--- config.mk ---
export PLATFORM = sky130hd
export DESIGN_NAME = fifo_multicanal
export DESIGN_NICKNAME = d
export VERILOG_FILES = /design/src/rtl/fifo_multicanal_pkg.sv /design/src/rtl/fifo_canal.sv /design/src/rtl/fifo_multicanal.sv
export SDC_FILE = /design/constraint.sdc
export NUM_CORES = 1
export LEC_CHECK = 0
export CORE_MARGIN = 1.5
export CORE_UTILIZATION = 45
export DETAILED_ROUTE_END_ITERATION = 16
export HOLD_SLACK_MARGIN = 0.06
export PLACE_DENSITY = 0.65
export SYNTH_ARGS = -nofsm -noshare
export SYNTH_HDL_FRONTEND = slang
export SYNTH_SLANG_ARGS = --single-unit
--- constraint.sdc ---
create_clock -name clk -period 2.6 [get_ports clk]
set_input_delay 0.39 -clock clk [delete_from_list [all_inputs] [get_ports clk]]
set_output_delay 0.39 -clock clk [all_outputs]
set_load 0.02 [all_outputs]
--- src/rtl/fifo_multicanal_pkg.sv ---
// rtl/fifo_multicanal_pkg.sv - shared defaults and helpers for the multi-channel FIFO
//
// Purpose : default geometry of the multi-channel FIFO and a constant-evaluable
//           ceil(log2) used to derive pointer and channel-index widths.
// Contents: DEF_TAMANO_DATOS, DEF_PROFUNDIDAD, DEF_N_CANALES, clog2()
package fifo_multicanal_pkg;

    localparam int DEF_TAMANO_DATOS = 10;
    localparam int DEF_PROFUNDIDAD  = 8;
    localparam int DEF_N_CANALES    = 4;

    // Smallest r with 2**r >= valor; loop bound kept below 31 so the shift never
    // reaches the sign bit of a 32-bit int.
    function automatic int clog2(input int valor);
        int r;
        r = 0;
        for (int i = 0; i < 31; i++) begin
            if ((1 << i) < valor) begin
                r = i + 1;
            end
        end
        return r;
    endfunction

endpackage

--- src/rtl/fifo_canal.sv ---
// rtl/fifo_canal.sv - one FIFO channel: storage, pointers, occupancy and flags
//
// Purpose : single independent FIFO channel used by fifo_multicanal.
// Ports   : clk, reset            clock, asynchronous active-low reset
//           i_we, i_re            write / read request already decoded for this channel
//           i_data                write data
//           i_umbral_bajo/alto    almost_empty / almost_full thresholds
//           o_rd_data             word at the read pointer (combinational)
//           o_cnt                 occupancy (0..PROFUNDIDAD)
//           o_full, o_empty, o_almost_full, o_almost_empty   status flags
//           o_we_ok, o_re_ok      request accepted this cycle
module fifo_canal #(
    parameter int TAMANO_DATOS = 10,
    parameter int PROFUNDIDAD  = 8,
    parameter int ANCHO_PTR    = 3
) (
    input  logic                    clk,
    input  logic                    reset,
    input  logic                    i_we,
    input  logic                    i_re,
    input  logic [TAMANO_DATOS-1:0] i_data,
    input  logic [ANCHO_PTR:0]      i_umbral_bajo,
    input  logic [ANCHO_PTR:0]      i_umbral_alto,
    output logic [TAMANO_DATOS-1:0] o_rd_data,
    output logic [ANCHO_PTR:0]      o_cnt,
    output logic                    o_full,
    output logic                    o_empty,
    output logic                    o_almost_full,
    output logic                    o_almost_empty,
    output logic                    o_we_ok,
    output logic                    o_re_ok
);

    localparam logic [ANCHO_PTR:0] CNT_LLENO = (ANCHO_PTR + 1)'(PROFUNDIDAD);

    logic [TAMANO_DATOS-1:0] r_mem [PROFUNDIDAD];
    logic [ANCHO_PTR-1:0]    r_wr_ptr;
    logic [ANCHO_PTR-1:0]    r_rd_ptr;
    logic [ANCHO_PTR:0]      r_cnt;

    // Flags come from the registered count only, so a same-cycle read never
    // makes room for a write to a full channel and a same-cycle write never
    // feeds a read of an empty one.
    assign o_full         = (r_cnt == CNT_LLENO);
    assign o_empty        = (r_cnt == '0);
    assign o_almost_full  = (r_cnt >= i_umbral_alto);
    assign o_almost_empty = (r_cnt <= i_umbral_bajo);
    assign o_we_ok        = i_we && !o_full;
    assign o_re_ok        = i_re && !o_empty;
    assign o_cnt          = r_cnt;
    assign o_rd_data      = r_mem[r_rd_ptr];

    // Storage is deliberately left out of reset.
    always_ff @(posedge clk) begin
        if (o_we_ok) begin
            r_mem[r_wr_ptr] <= i_data;
        end
    end

    // Pointers wrap naturally since PROFUNDIDAD is a power of two.
    always_ff @(posedge clk or negedge reset) begin
        if (!reset) begin
            r_wr_ptr <= '0;
            r_rd_ptr <= '0;
            r_cnt    <= '0;
        end else begin
            if (o_we_ok) begin
                r_wr_ptr <= r_wr_ptr + ANCHO_PTR'(1);
            end
            if (o_re_ok) begin
                r_rd_ptr <= r_rd_ptr + ANCHO_PTR'(1);
            end
            case ({o_we_ok, o_re_ok})
                2'b10:   r_cnt <= r_cnt + (ANCHO_PTR + 1)'(1);
                2'b01:   r_cnt <= r_cnt - (ANCHO_PTR + 1)'(1);
                default: r_cnt <= r_cnt;
            endcase
        end
    end

endmodule

--- src/rtl/fifo_multicanal.sv ---
// rtl/fifo_multicanal.sv - N independent FIFO channels behind shared write/read ports
//
// Purpose : per-destination buffering between packet demux and arbiter.
// Ports   : clk, reset                   clock, asynchronous active-low reset
//           write_enable, wr_canal, data_in   shared write port
//           read_enable, rd_canal        shared read port
//           umbral_bajo, umbral_alto     almost_empty / almost_full thresholds
//           error_clr                    clears every sticky error bit
//           data_out, valid_out          registered read data, one cycle latency
//           full, empty, almost_full, almost_empty, error   per-channel vectors
//           ocupacion                    count of channel rd_canal (combinational)
module fifo_multicanal
    import fifo_multicanal_pkg::*;
#(
    parameter int TAMANO_DATOS = DEF_TAMANO_DATOS,
    parameter int PROFUNDIDAD  = DEF_PROFUNDIDAD,
    parameter int N_CANALES    = DEF_N_CANALES,
    parameter int ANCHO_PTR    = clog2(PROFUNDIDAD),
    parameter int ANCHO_CANAL  = clog2(N_CANALES)
) (
    input  logic                    clk,
    input  logic                    reset,
    input  logic                    write_enable,
    input  logic [ANCHO_CANAL-1:0]  wr_canal,
    input  logic [TAMANO_DATOS-1:0] data_in,
    input  logic                    read_enable,
    input  logic [ANCHO_CANAL-1:0]  rd_canal,
    input  logic [ANCHO_PTR:0]      umbral_bajo,
    input  logic [ANCHO_PTR:0]      umbral_alto,
    input  logic                    error_clr,
    output logic [TAMANO_DATOS-1:0] data_out,
    output logic                    valid_out,
    output logic [N_CANALES-1:0]    full,
    output logic [N_CANALES-1:0]    empty,
    output logic [N_CANALES-1:0]    almost_full,
    output logic [N_CANALES-1:0]    almost_empty,
    output logic [N_CANALES-1:0]    error,
    output logic [ANCHO_PTR:0]      ocupacion
);

    logic [N_CANALES-1:0]    w_we;
    logic [N_CANALES-1:0]    w_re;
    logic [N_CANALES-1:0]    w_we_ok;
    logic [N_CANALES-1:0]    w_re_ok;
    logic [N_CANALES-1:0]    w_err_pulse;
    logic [TAMANO_DATOS-1:0] w_rd_data [N_CANALES];
    logic [ANCHO_PTR:0]      w_cnt     [N_CANALES];
    logic                    w_rd_ok;

    logic [TAMANO_DATOS-1:0] r_data_out;
    logic                    r_valid_out;
    logic [N_CANALES-1:0]    r_error;

    for (genvar g = 0; g < N_CANALES; g++) begin : g_canal
        assign w_we[g] = write_enable && (wr_canal == ANCHO_CANAL'(g));
        assign w_re[g] = read_enable  && (rd_canal == ANCHO_CANAL'(g));

        fifo_canal #(
            .TAMANO_DATOS (TAMANO_DATOS),
            .PROFUNDIDAD  (PROFUNDIDAD),
            .ANCHO_PTR    (ANCHO_PTR)
        ) u_canal (
            .clk            (clk),
            .reset          (reset),
            .i_we           (w_we[g]),
            .i_re           (w_re[g]),
            .i_data         (data_in),
            .i_umbral_bajo  (umbral_bajo),
            .i_umbral_alto  (umbral_alto),
            .o_rd_data      (w_rd_data[g]),
            .o_cnt          (w_cnt[g]),
            .o_full         (full[g]),
            .o_empty        (empty[g]),
            .o_almost_full  (almost_full[g]),
            .o_almost_empty (almost_empty[g]),
            .o_we_ok        (w_we_ok[g]),
            .o_re_ok        (w_re_ok[g])
        );
    end

    // A request that reached its channel but was not accepted is an
    // overflow (write) or underflow (read).
    assign w_err_pulse = (w_we & ~w_we_ok) | (w_re & ~w_re_ok);
    assign w_rd_ok     = |w_re_ok;
    assign ocupacion   = w_cnt[rd_canal];

    always_ff @(posedge clk or negedge reset) begin
        if (!reset) begin
            r_data_out  <= '0;
            r_valid_out <= 1'b0;
        end else begin
            r_valid_out <= w_rd_ok;
            if (w_rd_ok) begin
                r_data_out <= w_rd_data[rd_canal];
            end
        end
    end

    // Clear first, then OR in fresh errors so a same-edge error survives.
    always_ff @(posedge clk or negedge reset) begin
        if (!reset) begin
            r_error <= '0;
        end else begin
            r_error <= (r_error & ~{N_CANALES{error_clr}}) | w_err_pulse;
        end
    end

    assign data_out  = r_data_out;
    assign valid_out = r_valid_out;
    assign error     = r_error;

endmodule

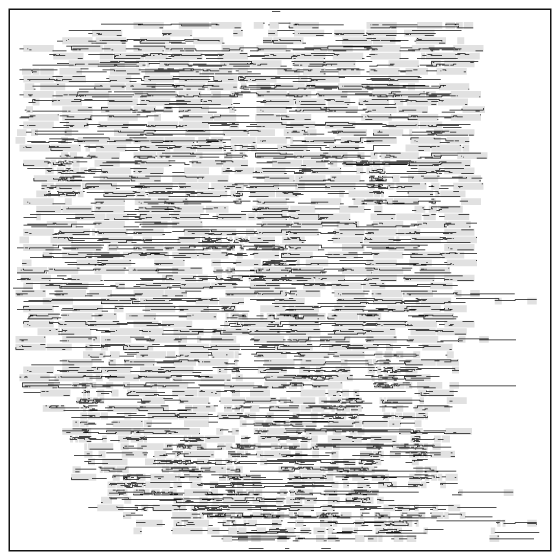
(images/met1.png)
share of all routed wire: 45%
nets with wire on the layer: 1121
wire length on this layer: 15500 microns
main direction: horizontal
met1 usage in global routing: 28.9%
overall via count from detail_route: 8583
total wire length: 34500 microns

==> impl_table.tex <==
% Synthesis and place-and-route results
\begin{tabular}{lr}
\hline
Metric & Value \\
\hline
\multicolumn{2}{l}{\textbf{Final timing}} \\
\quad Max-slew violations & 0 \\
\quad Worst clock skew & 0.0190 ns \\
\quad Final Hold Violating Endpoints & 0 \\
\quad Setup TNS Final & 0 ns \\
\quad Minimum setup slack in the final design & 0.0855 ns \\
\quad Min cycle time layout & 2.51 ns \\
\quad Share of the cycle needed by the critical path after routing & 96.7\% \\
\multicolumn{2}{l}{\textbf{Synth}} \\
\quad Seq/Total Area, Yosys & 68.5\% \\
\quad Number of cells produced by synthesis & 893 \\
\quad Warnings from Yosys & 0 \\
\quad Number of enable flip-flop cells & 320 \\
\quad Post-synthesis cell type count & 49 \\
\quad Synthesized registers & 375 \\
\quad Yosys synthesis chip area & 0.0160 sq mm \\
\multicolumn{2}{l}{\textbf{Place}} \\
\quad Placed cells & 1498 \\
\quad Pre-CTS setup slack & -0.266 ns \\
\multicolumn{2}{l}{\textbf{Finish}} \\
\quad Register cell area after layout & 0.0110 sq mm \\
\quad Register with the highest flop count & g\_canal.u\_canal.r\_mem \\
\quad Count of filler cells inserted in the layout & 2701 \\
\quad Inserted Diodes & 0 \\
\quad \# nets final & 1173 \\
\quad Most frequent logic cells in the routed design & sky130\_fd\_sc\_hd\_\_edfxtp\_1, sky130\_fd\_sc\_hd\_\_buf\_4, sky130\_fd\_sc\_hd\_\_mux4\_2 \\
\quad Flip-flop count of the largest register after layout & 320 \\
\quad Area growth, synth to finish & 20.8\% \\
\multicolumn{2}{l}{\textbf{CTS}} \\
\quad Clock tree from TritonCTS & yes \\
\quad Maximum count of clock buffers along a single path & 3 \\
\quad Master cell of the clock root buffer & sky130\_fd\_sc\_hd\_\_clkbuf\_16 \\
\quad Number of H-tree levels & 2 \\
\quad Clock Sinks & 375 \\
\multicolumn{2}{l}{\textbf{Worst setup path}} \\
\quad Endpoint of the lowest-slack register-to-register path & g\_canal[2].u\_canal.o\_cnt[2] \\
\quad Reg-to-reg slack, setup & 0.15 ns \\
\quad Required time reported for the critical path endpoint & 2.21 ns \\
\quad Standard cell with the maximum stage delay on the critical path & sky130\_fd\_sc\_hd\_\_clkdlybuf4s50\_1 \\
\quad Worst path max stage delay & 0.46 ns \\
\quad Setup crit start kind & input port \\
\quad Crit path buf inv count & 3 \\
\multicolumn{2}{l}{\textbf{Route}} \\
\quad Initial DRC count & 801 \\
\quad Drt pass-1 iters & 5 \\
\quad Vias per std cell & 5.44 \\
\quad Detail Route Antenna Nets & 0 \\
\multicolumn{2}{l}{\textbf{Power and ir drop}} \\
\quad Total design power & 19.7 mW \\
\quad PD cells & 1020 mW/mm\^{}2 \\
\quad VDD IR max & 0.000492 V \\
\multicolumn{2}{l}{\textbf{Global routing}} \\
\quad Largest net degree at the start of global routing & 33 \\
\quad All-Layer GR Usage & 19.4\% \\
\quad First-pass GRT wire length & 52800 microns \\
\quad Global routing's busiest layer & met2 \\
\multicolumn{2}{l}{\textbf{Status}} \\
\quad Status & completed \\
\multicolumn{2}{l}{\textbf{Run}} \\
\quad Warning total across the stage logs & 30 \\
\multicolumn{2}{l}{\textbf{Floorplanning}} \\
\quad Core box area & 0.0348 sq mm \\
\hline
\end{tabular}
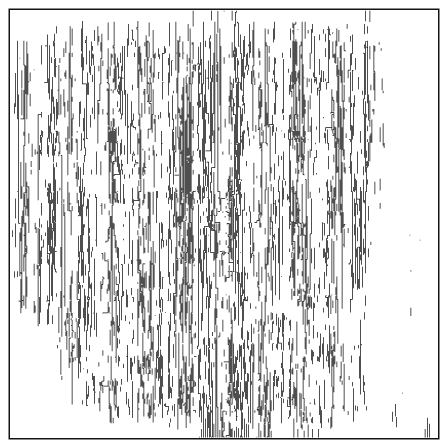
(images/met2.png)
wire length on this layer: 16400 microns
main direction: vertical
longest straight run: 81.3 microns
share of all routed wire: 48%
met2 usage: 30.0%

## final cells by class
class                           count  area share (%)
Sequential cell                   375            56.7
Multi-Input combinational cell    448            24.3
Timing Repair Buffer              210            9.09
Clock buffer                       52            5.50
Tap cell                          455            2.94
Clock inverter                     17            1.05
Inverter                           21           0.407
## worst max-delay path by stage
stage / startpoint / endpoint / slack (ns) / cells past startpoint
after floorplan: wr_canal[1] / g_canal[0].u_canal.r_mem[0][0] / 0.06 / 4
after global placement: umbral_bajo[1] / almost_empty[1] / -0.26 / 9
after detailed placement: umbral_bajo[1] / almost_empty[1] / -0.27 / 9
after CTS: umbral_bajo[1] / almost_empty[1] / 0.004 / 9
after global routing: g_canal[3].u_canal.o_cnt[1] / almost_empty[3] / 0.001 / 7
final: umbral_bajo[1] / almost_empty[0] / 0.09 / 9
## logic make-up (layout without fill, tap and decap cells)
kind of cell	Yosys count	after routing	synth area share, %
mux	126	126	14.5
fa+ha+maj	52	52	4.06
compound gates	78	78	3.19
xor+xnor	36	36	1.97
buf+inv	70	300	2.40
flops	375	375	68.5
simple gates	156	156	5.39
## Yosys cell counts (3+ instances only)
master,instances,area (sq um)
sky130_fd_sc_hd__edfxtp_1,320,9610
sky130_fd_sc_hd__mux4_2,83,1870
sky130_fd_sc_hd__dfrtp_1,55,1380
sky130_fd_sc_hd__ha_1,52,651
sky130_fd_sc_hd__nor2_1,39,146
sky130_fd_sc_hd__mux2i_1,32,320
sky130_fd_sc_hd__nand2_1,26,97.6
sky130_fd_sc_hd__nand2b_1,24,150
sky130_fd_sc_hd__o21ai_0,21,105
sky130_fd_sc_hd__xor2_1,20,175
sky130_fd_sc_hd__inv_1,19,71.3
sky130_fd_sc_hd__buf_4,16,120
sky130_fd_sc_hd__xnor2_1,16,140
sky130_fd_sc_hd__a21oi_1,15,75.1
sky130_fd_sc_hd__nor3_1,14,70.1
sky130_fd_sc_hd__buf_2,12,60.1
sky130_fd_sc_hd__nor2b_1,12,75.1
sky130_fd_sc_hd__clkbuf_1,11,41.3
sky130_fd_sc_hd__a21oi_2,10,87.6
sky130_fd_sc_hd__a22oi_1,10,75.1
sky130_fd_sc_hd__mux2_2,10,113
sky130_fd_sc_hd__o22ai_1,10,62.6
sky130_fd_sc_hd__nor2_2,9,56.3
sky130_fd_sc_hd__nor3b_1,6,45.0
sky130_fd_sc_hd__buf_6,5,56.3
sky130_fd_sc_hd__a41o_1,4,40.0
sky130_fd_sc_hd__buf_1,4,15.0
sky130_fd_sc_hd__nand3_1,4,20.0
sky130_fd_sc_hd__nor4b_1,4,35.0
sky130_fd_sc_hd__nor4_1,3,18.8
## what timing repair did
item	4_1_cts	5_1_grt
pin swaps	0	0
hold endpoints to repair	28	0
hold buffers	1	0
resized	36	16
setup endpoints to repair	15	13
setup buffers	2	8
## where the power goes
| group | total [mW] | switching [mW] | leakage [nW] | internal [mW] |
|---|---|---|---|---|
| sequential | 7.94 | 0.781 | 3.53 | 7.15 |
| clock | 5.49 | 2.20 | 0.632 | 3.29 |
| combinational | 6.25 | 3.06 | 2.84 | 3.19 |
Power figures rest on the tool's default switching activity, not on a simulated workload.
